File: src/rtl/uart_rx_if.sv
// Output side of the UART receiver: received word with valid/ready
// handshake plus the single-cycle error pulses.
interface uart_rx_if #(
    parameter int DATA_BITS = 8
);
    logic [DATA_BITS-1:0] rx_data;
    logic                 rx_valid;
    logic                 rx_ready;
    logic                 frame_err;
    logic                 parity_err;
    logic                 overrun_err;

    modport master (
        output rx_data, rx_valid, frame_err, parity_err, overrun_err,
        input  rx_ready
    );

    modport slave (
        input  rx_data, rx_valid, frame_err, parity_err, overrun_err,
        output rx_ready
    );
endinterface

File: src/rtl/uart_rx.sv
// UART receiver driven by a 16x oversampling tick. Deserialises rx LSB
// first, optionally checks parity, and hands words out over valid/ready.
module uart_rx #(
    parameter int DATA_BITS  = 8,
    parameter bit PARITY_EN  = 1'b0,
    parameter bit PARITY_ODD = 1'b0
) (
    input  logic      clk,
    input  logic      rst_n,
    input  logic      tick,
    input  logic      rx,
    uart_rx_if.master rxif,
    output logic      busy
);

    typedef enum logic [2:0] {
        IDLE,
        START,
        DATA,
        PARITY,
        STOP,
        BREAK
    } state_t;

    state_t               state, state_nxt;
    logic                 rx_m, rx_s;
    logic [3:0]           cnt, cnt_nxt;
    logic [3:0]           idx, idx_nxt;
    logic [DATA_BITS-1:0] shreg, shreg_nxt;
    logic                 par_bit, par_nxt;
    logic                 par_fail;
    logic                 deliver;
    logic                 ferr_nxt, perr_nxt;

    // Two-flop synchroniser; idles high like the line itself
    always_ff @(posedge clk) begin
        if (!rst_n) begin
            rx_m <= 1'b1;
            rx_s <= 1'b1;
        end else begin
            rx_m <= rx;
            rx_s <= rx_m;
        end
    end

    assign par_fail = (^shreg) ^ par_bit ^ PARITY_ODD;

    // Next-state logic; everything advances only on tick cycles
    always_comb begin
        state_nxt = state;
        cnt_nxt   = cnt;
        idx_nxt   = idx;
        shreg_nxt = shreg;
        par_nxt   = par_bit;
        deliver   = 1'b0;
        ferr_nxt  = 1'b0;
        perr_nxt  = 1'b0;
        if (tick) begin
            unique case (state)
                IDLE: begin
                    if (!rx_s) begin
                        state_nxt = START;
                        cnt_nxt   = '0;
                    end
                end
                START: begin
                    cnt_nxt = cnt + 4'd1;
                    // The detecting tick is tick 0, so the 7th following
                    // tick (count reaching 7) is the start-bit middle.
                    if (cnt == 4'd6) begin
                        cnt_nxt   = '0;
                        idx_nxt   = '0;
                        state_nxt = rx_s ? IDLE : DATA;
                    end
                end
                DATA: begin
                    cnt_nxt = cnt + 4'd1;
                    if (cnt == 4'd15) begin
                        shreg_nxt = {rx_s, shreg[DATA_BITS-1:1]};
                        cnt_nxt   = '0;
                        idx_nxt   = idx + 4'd1;
                        if (idx == 4'(DATA_BITS - 1))
                            state_nxt = PARITY_EN ? PARITY : STOP;
                    end
                end
                PARITY: begin
                    cnt_nxt = cnt + 4'd1;
                    if (cnt == 4'd15) begin
                        par_nxt   = rx_s;
                        cnt_nxt   = '0;
                        state_nxt = STOP;
                    end
                end
                STOP: begin
                    cnt_nxt = cnt + 4'd1;
                    if (cnt == 4'd15) begin
                        cnt_nxt   = '0;
                        perr_nxt  = PARITY_EN && par_fail;
                        ferr_nxt  = !rx_s;
                        deliver   = rx_s && !perr_nxt;
                        state_nxt = rx_s ? IDLE : BREAK;
                    end
                end
                BREAK: begin
                    if (rx_s)
                        state_nxt = IDLE;
                end
                default: state_nxt = IDLE;
            endcase
        end
    end

    // Frame state registers
    always_ff @(posedge clk) begin
        if (!rst_n) begin
            state   <= IDLE;
            cnt     <= '0;
            idx     <= '0;
            shreg   <= '0;
            par_bit <= 1'b0;
        end else begin
            state   <= state_nxt;
            cnt     <= cnt_nxt;
            idx     <= idx_nxt;
            shreg   <= shreg_nxt;
            par_bit <= par_nxt;
        end
    end

    // Output word, handshake and registered error pulses
    always_ff @(posedge clk) begin
        if (!rst_n) begin
            rxif.rx_data     <= '0;
            rxif.rx_valid    <= 1'b0;
            rxif.frame_err   <= 1'b0;
            rxif.parity_err  <= 1'b0;
            rxif.overrun_err <= 1'b0;
        end else begin
            rxif.frame_err   <= ferr_nxt;
            rxif.parity_err  <= perr_nxt;
            rxif.overrun_err <= deliver && rxif.rx_valid && !rxif.rx_ready;
            if (deliver) begin
                rxif.rx_data  <= shreg;
                rxif.rx_valid <= 1'b1;
            end else if (rxif.rx_valid && rxif.rx_ready) begin
                rxif.rx_valid <= 1'b0;
            end
        end
    end

    assign busy = (state != IDLE);

endmodule
File: src/flat_wrapper.sv
// flat-port wrapper written by rule: the top's interface ports become plain ports
module uart_rx_flat 
#(
    parameter int DATA_BITS  = 8,
    parameter bit PARITY_EN  = 1'b0,
    parameter bit PARITY_ODD = 1'b0
)
  (clk, rst_n, tick, rx, busy, rxif_rx_data, rxif_rx_valid, rxif_frame_err, rxif_parity_err, rxif_overrun_err, rxif_rx_ready);
  uart_rx_if #(.DATA_BITS(DATA_BITS)) rxif_i ();
  input  logic clk;
  input  logic rst_n;
  input  logic tick;
  input  logic rx;
  output logic busy;
  output wire logic [$bits(rxif_i.rx_data)-1:0] rxif_rx_data;
  output wire logic [$bits(rxif_i.rx_valid)-1:0] rxif_rx_valid;
  output wire logic [$bits(rxif_i.frame_err)-1:0] rxif_frame_err;
  output wire logic [$bits(rxif_i.parity_err)-1:0] rxif_parity_err;
  output wire logic [$bits(rxif_i.overrun_err)-1:0] rxif_overrun_err;
  input wire logic [$bits(rxif_i.rx_ready)-1:0] rxif_rx_ready;
  assign rxif_rx_data = rxif_i.rx_data;
  assign rxif_rx_valid = rxif_i.rx_valid;
  assign rxif_frame_err = rxif_i.frame_err;
  assign rxif_parity_err = rxif_i.parity_err;
  assign rxif_overrun_err = rxif_i.overrun_err;
  assign rxif_i.rx_ready = rxif_rx_ready;
  uart_rx #(.DATA_BITS(DATA_BITS), .PARITY_EN(PARITY_EN), .PARITY_ODD(PARITY_ODD)) u_core (.clk(clk), .rst_n(rst_n), .tick(tick), .rx(rx), .rxif(rxif_i), .busy(busy));
endmodule
File: config.mk
export PLATFORM = sky130hd
export DESIGN_NAME = uart_rx_flat
export DESIGN_NICKNAME = d
export VERILOG_FILES = /design/src/rtl/uart_rx_if.sv /design/src/rtl/uart_rx.sv /design/src/flat_wrapper.sv
export SDC_FILE = /design/constraint.sdc
export NUM_CORES = 1
export LEC_CHECK = 0
export CAP_MARGIN = 20
export CORE_MARGIN = 8
export CORE_UTILIZATION = 50
export CTS_CLUSTER_DIAMETER = 50
export DETAILED_ROUTE_END_ITERATION = 6
export HOLD_SLACK_MARGIN = 0.12
export PLACE_DENSITY = 0.73
export REMOVE_ABC_BUFFERS = 1
export SLEW_MARGIN = 25
export SYNTH_ARGS = -nofsm -noshare
export SYNTH_HDL_FRONTEND = slang
export SYNTH_SLANG_ARGS = --single-unit
File: constraint.sdc
create_clock -name clk -period 2.4 [get_ports clk]
set_input_delay 0.36 -clock clk [delete_from_list [all_inputs] [get_ports clk]]
set_output_delay 0.36 -clock clk [all_outputs]
set_load 0.05 [all_outputs]
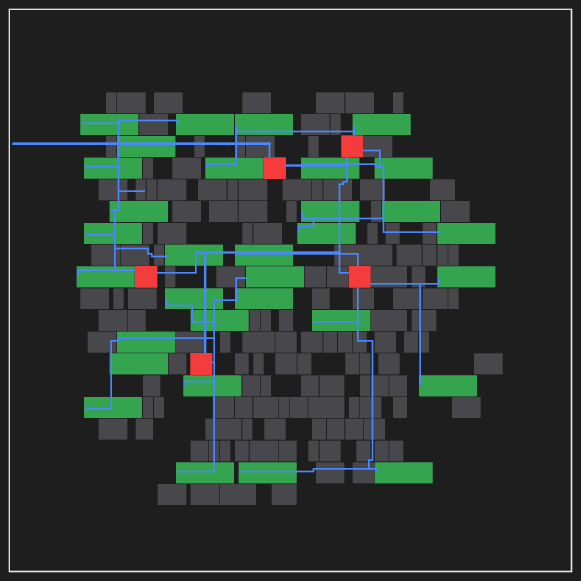
(images/clock_map.png)
(8 px per µm)
[blue] clock wires | length: 397 µm
[red] cells driving clock nets | count: 5
[green] flip-flops | count: 32
routed clock nets: 6

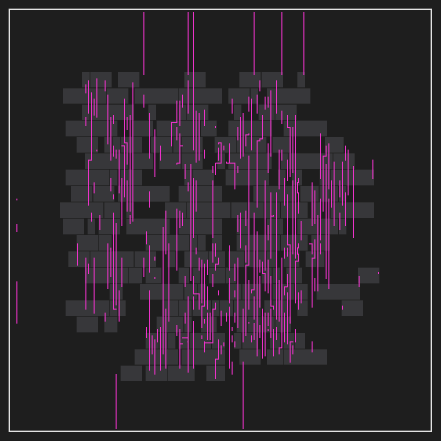
(images/met2.png)
(6 px per µm)
nets with wire on the layer: 151
main direction: vertical
share of all routed wire: 47%
longest straight run: 23.8 µm
wire length on this layer: 1350 µm

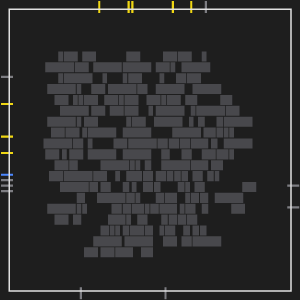
(images/pins.png)
(4 px per µm) Pins as bars across the die edge, other pins in gray.
| color | port | pins | direction | edge |
|---|---|---|---|---|
| yellow | `rxif_rx_data` | 8 | output | 5 north, 3 west |
| blue | `rxif_overrun_err` | 1 | output | west |
all pins by edge: 8 west, 6 north, 2 south, 2 east

==> results.txt <==
yosys + openroad results -> outcome=finished, final reports clean, CTS Buffer Depth=2, Max Cap Viol=0, Setup TNS=0 ps, row cnt=19, routed wire length on met3=184 µm, Cell Int Power=665 µW, Top logic family=simple AND/OR/NAND/NOR gates, Commonest flop=dfxtp_1, Post-Place Cells=~200, Chip Width=70.1 µm, yosys cell count=about 160, Tool Warnings=26, r2r startpoint=u_core.cnt[0]$_SDFFE_PN0P_, design area=1700 µm², FF-to-FF path depth=5, CTS tree=built, Core Util at FP=53.0%, # diodes=0, Cell area leaders=dfxtp_1, mux2i_1, nor2_1, input/output buffers=16, # DRC=0, Post-Route WL=2.86 mm, post-synthesis cell count=156, sequential area share after synthesis=43.8%, H-Tree Depth=2, yosys adder share=2.57%, Wirelength per Cell=13.8 µm
==> power groups by stage <==
stage / Sequential (µW) / Clock, µW / Combinational, µW
global placement: 549 / 0 / 59.9
detailed placement: 549 / 0 / 61.4
global route: 538 / 318 / 66.5
finish: 537 / 285 / 61.7
CTS: 537 / 291 / 61.6
floorplan: 551 / 0 / 34.6
==> worst max-delay path, cell delays in order, from the launching register on <==
cell             delay [ps]
dfxtp_1                 320
or3_1                   410
clkdlybuf4s50_1         720
==> worst min path at each step <==
stage                           startpoint                endpoint  slack [ps]  depth (start not counted)
global placement    u_core.rx_m$_SDFF_PN1_  u_core.rx_s$_SDFF_PN1_         390                          1
floorplan           u_core.rx_m$_SDFF_PN1_  u_core.rx_s$_SDFF_PN1_         390                          1
finish              u_core.rx_m$_SDFF_PN1_  u_core.rx_s$_SDFF_PN1_         420                          1
CTS                 u_core.rx_m$_SDFF_PN1_  u_core.rx_s$_SDFF_PN1_         420                          1
global route        u_core.rx_m$_SDFF_PN1_  u_core.rx_s$_SDFF_PN1_         440                          1
detailed placement  u_core.rx_m$_SDFF_PN1_  u_core.rx_s$_SDFF_PN1_         400                          1
==> cell type report <==
| class | instances | share of cell area (%) |
|---|---|---|
| Clock inverter | 1 | 0.295 |
| Clock buffer | 6 | 2.43 |
| Multi-Input combinational cell | 109 | 43.8 |
| Inverter | 6 | 1.33 |
| Timing Repair Buffer | 22 | 12.1 |
| Sequential cell | 32 | 37.8 |
| Tap cell | 31 | 2.29 |
==> state kept, by name, summed over array words and instances, names as in the netlist <==
signal,flops
u_core.cnt,4
u_core.idx,4
u_core.rx_m,1
u_core.rx_s,1
u_core.rxif.frame_err,1
u_core.rxif.overrun_err,1
u_core.rxif.rx_data,8
u_core.rxif.rx_valid,1
u_core.shreg,8
u_core.state,3
Power and IR drop assume default switching activity.
